[config.mk]
export PLATFORM = sky130hd
export DESIGN_NAME = output_port_scheduler
export DESIGN_NICKNAME = d
export VERILOG_FILES = /design/src/rtl/output_port_scheduler.sv
export SDC_FILE = /design/constraint.sdc
export NUM_CORES = 1
export LEC_CHECK = 0
export CORE_UTILIZATION = 25
export CTS_CLUSTER_SIZE = 40
export DETAILED_ROUTE_END_ITERATION = 8
export GPL_ROUTABILITY_DRIVEN = 0
export GPL_TIMING_DRIVEN = 0
export PLACE_DENSITY = 0.5
export RECOVER_POWER = 50
export SYNTH_ARGS = -nofsm -noshare
export SYNTH_HDL_FRONTEND = slang
export SYNTH_SLANG_ARGS = --single-unit
[constraint.sdc]
create_clock -name CLK -period 8.3 [get_ports CLK]
set_input_delay 0.83 -clock CLK [delete_from_list [all_inputs] [get_ports CLK]]
set_output_delay 0.83 -clock CLK [all_outputs]
set_load 0.005 [all_outputs]
[src/rtl/output_port_scheduler.sv]
// Round-robin output-port scheduler: arbitrates requesters, issues a control token, then
// holds the grant for len+1 flits. Define SCHED_CORE_PRIO_EN to give the core strict priority.
module output_port_scheduler #(
    parameter int unsigned NREQ = 5,
    parameter int unsigned LENW = 3
) (
    input  logic                 CLK,
    input  logic                 RESET,
    input  logic [NREQ-1:0]      req,
    input  logic [NREQ*LENW-1:0] len,
    output logic                 ctrl_valid,
    output logic [2:0]           ctrl_code,
    input  logic                 ctrl_ready,
    input  logic                 flit_done,
    output logic [NREQ-1:0]      grant,
    output logic                 busy
);

    localparam int unsigned PW = (NREQ > 1) ? $clog2(NREQ) : 1;

    typedef enum logic [1:0] {StIdle, StIssue, StHold} state_e;

    state_e            state_q, state_d;
    logic [PW-1:0]     ptr_q, ptr_d;
    logic [PW-1:0]     win_q, win_d;
    logic [LENW-1:0]   cnt_q, cnt_d;
    logic [NREQ-1:0]   grant_q, grant_d;
    logic [2:0]        code_q, code_d;

    logic              found;
    logic [PW-1:0]     win_sel;
    logic [PW-1:0]     cur;

    // Search upward from ptr with wrap; first requesting index wins.
    always_comb begin
        found   = 1'b0;
        win_sel = '0;
        cur     = ptr_q;
        for (int unsigned i = 0; i < NREQ; i++) begin
            if (!found && req[cur]) begin
                found   = 1'b1;
                win_sel = cur;
            end
            cur = (cur == PW'(NREQ - 1)) ? '0 : cur + 1'b1;
        end
`ifdef SCHED_CORE_PRIO_EN
        if (req[NREQ-1]) begin
            found   = 1'b1;
            win_sel = PW'(NREQ - 1);
        end
`endif
    end

    always_comb begin
        state_d = state_q;
        ptr_d   = ptr_q;
        win_d   = win_q;
        cnt_d   = cnt_q;
        grant_d = grant_q;
        code_d  = code_q;
        unique case (state_q)
            StIdle: begin
                if (found) begin
                    state_d = StIssue;
                    win_d   = win_sel;
                    grant_d = NREQ'(1) << win_sel;
                    code_d  = 3'(win_sel);
                    cnt_d   = len[32'(win_sel)*LENW +: LENW];
                end
            end
            StIssue: begin
                if (ctrl_ready) begin
                    state_d = StHold;
                end
            end
            StHold: begin
                if (flit_done) begin
                    if (cnt_q == '0) begin
                        state_d = StIdle;
                        grant_d = '0;
                        code_d  = '0;
                        ptr_d   = (win_q == PW'(NREQ - 1)) ? '0 : win_q + 1'b1;
                    end else begin
                        cnt_d = cnt_q - 1'b1;
                    end
                end
            end
            default: state_d = StIdle;
        endcase
    end

    always_ff @(posedge CLK or posedge RESET) begin
        if (RESET) begin
            state_q <= StIdle;
            ptr_q   <= '0;
            win_q   <= '0;
            cnt_q   <= '0;
            grant_q <= '0;
            code_q  <= '0;
        end else begin
            state_q <= state_d;
            ptr_q   <= ptr_d;
            win_q   <= win_d;
            cnt_q   <= cnt_d;
            grant_q <= grant_d;
            code_q  <= code_d;
        end
    end

    assign ctrl_valid = (state_q == StIssue);
    assign busy       = (state_q != StIdle);
    assign grant      = grant_q;
    assign ctrl_code  = code_q;

endmodule

==> flow_metrics.env <==
# flow metrics
export IMPL_grt_pass1_vias=1901
export IMPL_synth_simple_area_share=0.2378
export IMPL_instances_no_fill=380
export IMPL_seq_area_frac_synth=0.2259
export IMPL_period_minus_slack_ns=4.372
export IMPL_drt_total_wl_mm=5.482
export IMPL_drive_gt1_frac=0.1636
export IMPL_vias=1930
export IMPL_grt_pass1_wl_mm=9.515
export IMPL_coreArea_um2=8175
export IMPL_mux_share=0.1147
export IMPL_die_h_um=93.75
export IMPL_cts_tree="done"
export IMPL_topCombFamilyByArea="AND-OR/OR-AND gates"
export IMPL_relSlewSlack=0.5053
export IMPL_hold_class="register to register"
export IMPL_port_buffer_count=33
export IMPL_grt_max_degree=20
export IMPL_via_per_inst=5.079
export IMPL_cts_hold_buf=0
export IMPL_tns_ns=0
export IMPL_cp_num_buf_inv=4
export IMPL_required_ns=8.45
export IMPL_grt_overflow=0
export IMPL_crit_slowest_cell="mux4_2"
export IMPL_comb_area_um2=1479
export IMPL_drv_slew=0
export IMPL_cts_path_max_buffers=2
export IMPL_hold_end="ctrl_code[0]$_DFFE_PP0P_"
export IMPL_ant_nets=0
export IMPL_dp_cells=376
export IMPL_n_antenna_cell=0
export IMPL_area_leaders="dfrtp_1 (23%), ha_1 (4.8%), nand2_1 (4.5%)"
export IMPL_die_w_um=93.75
export IMPL_synthTopCellsByCount="nand2_1 (25), dfrtp_1 (19), a21oi_1 (15), nor2_1 (15)"
export IMPL_antenna_found_initial=0
export IMPL_setup_viol=0
export IMPL_numCtsBuffers=3
export IMPL_max_freq_mhz=228.7
export IMPL_yosys_stat_chipArea_um2=2105
export IMPL_drv_cap=0
export IMPL_crit_fanout=10
export IMPL_synthArstFlopShare=1.000
export IMPL_synth_top_cell_by_area="dfrtp_1"
export IMPL_drc=0
export IMPL_crit_top_cell="buf_2"
export IMPL_synth_warnings=0
export IMPL_adder_share=0.04756
export IMPL_worst_pin_slew_ns=0.7412
export IMPL_syn_nets=270
export IMPL_outcome="complete, no violations"
export IMPL_edf_count=0
export IMPL_top_area_frac=0.2259
export IMPL_seqCellArea_um2=475.5
export IMPL_startpoint="ptr_q[0]$_DFFE_PP0P_"
export IMPL_clock_latency_ns=0.27
export IMPL_period_used=0.5268
export IMPL_critPathMaxStageDelay_ns=0.47
layer usage:
metal	vias to the layer above	global-route usage	wire length (µm)
met1	915	0.1932	2647
met5	-	0	0
li1	950	-	-
met2	56	0.2117	2409
met4	0	0.04487	125
met3	9	0.01861	300
how the worst max path moves through the flow:
stage | to | slack (ns) | cells after the start
floorplan | cnt_q[2]$_DFFE_PP0P_ | 4.53 | 15
global placement | cnt_q[2]$_DFFE_PP0P_ | 3.84 | 15
detailed placement | cnt_q[2]$_DFFE_PP0P_ | 3.89 | 15
CTS | cnt_q[2]$_DFFE_PP0P_ | 3.86 | 15
global route | cnt_q[2]$_DFFE_PP0P_ | 3.56 | 15
finish | cnt_q[2]$_DFFE_PP0P_ | 3.93 | 15
registers in the layout, summed over array words and instances, names as in the netlist:
signal / cells
win_q: 3
state_q: 2
grant: 5
ctrl_code: 3
ptr_q: 3
cnt_q: 3
metrics by stage:
stage | utilization | cell area [µm²] | hold WS (ns) | setup slack (ns)
detailed placement | 0.3139 | 2566 | 0.4659 | 3.886
global placement | 0.3139 | 2566 | 0.4610 | 3.841
CTS | 0.3199 | 2615 | 0.4929 | 3.858
finish | 0.3199 | 2615 | 0.4833 | 3.928
global route | 0.3199 | 2615 | 0.5034 | 3.564
floorplan | - | 2105 | 0.4707 | 4.528
area by class of cell:
type	instances	share of cell area
repair buffers	33	0.1263
inverters	14	0.02010
multi-input cells	195	0.5656
clock buffers	3	0.01579
clock inverters	1	0.002871
well taps	105	0.05024
plain buffers	10	0.03732
flip-flops and latches	19	0.1818
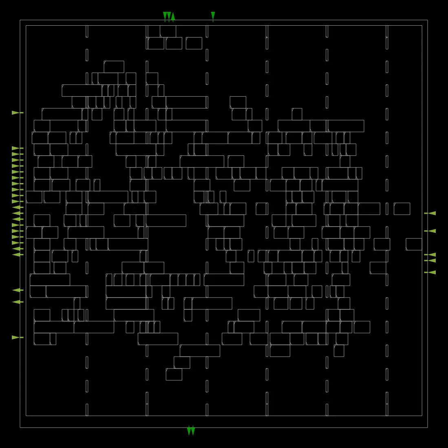
*Placed standard cells*
Seq/total area: 0.1818
Filler cells: 872
Flops: 19

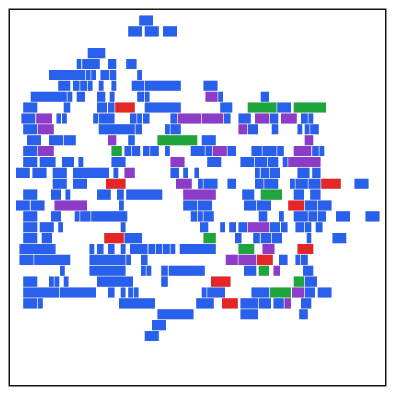
*Drive-strength map*
Drawn at 4 px/µm.
purple -> drive 2  # cells 26
green -> drive 3 to 4  # cells 10
blue -> drive 1 or less  # cells 230
red -> drive 6 and up  # cells 9
final worst slack: 3.928 ns
Area Overhead vs Synth: 24.26%

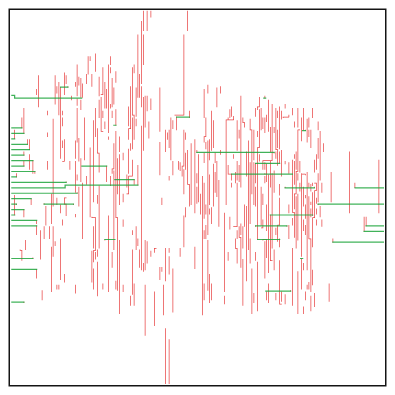
*Routed metal, one colour a layer*
Drawn at 4 px/µm. Only two layers are drawn.
red -> met2  # wire length 2410 µm
green -> met3  # wire length 300 µm

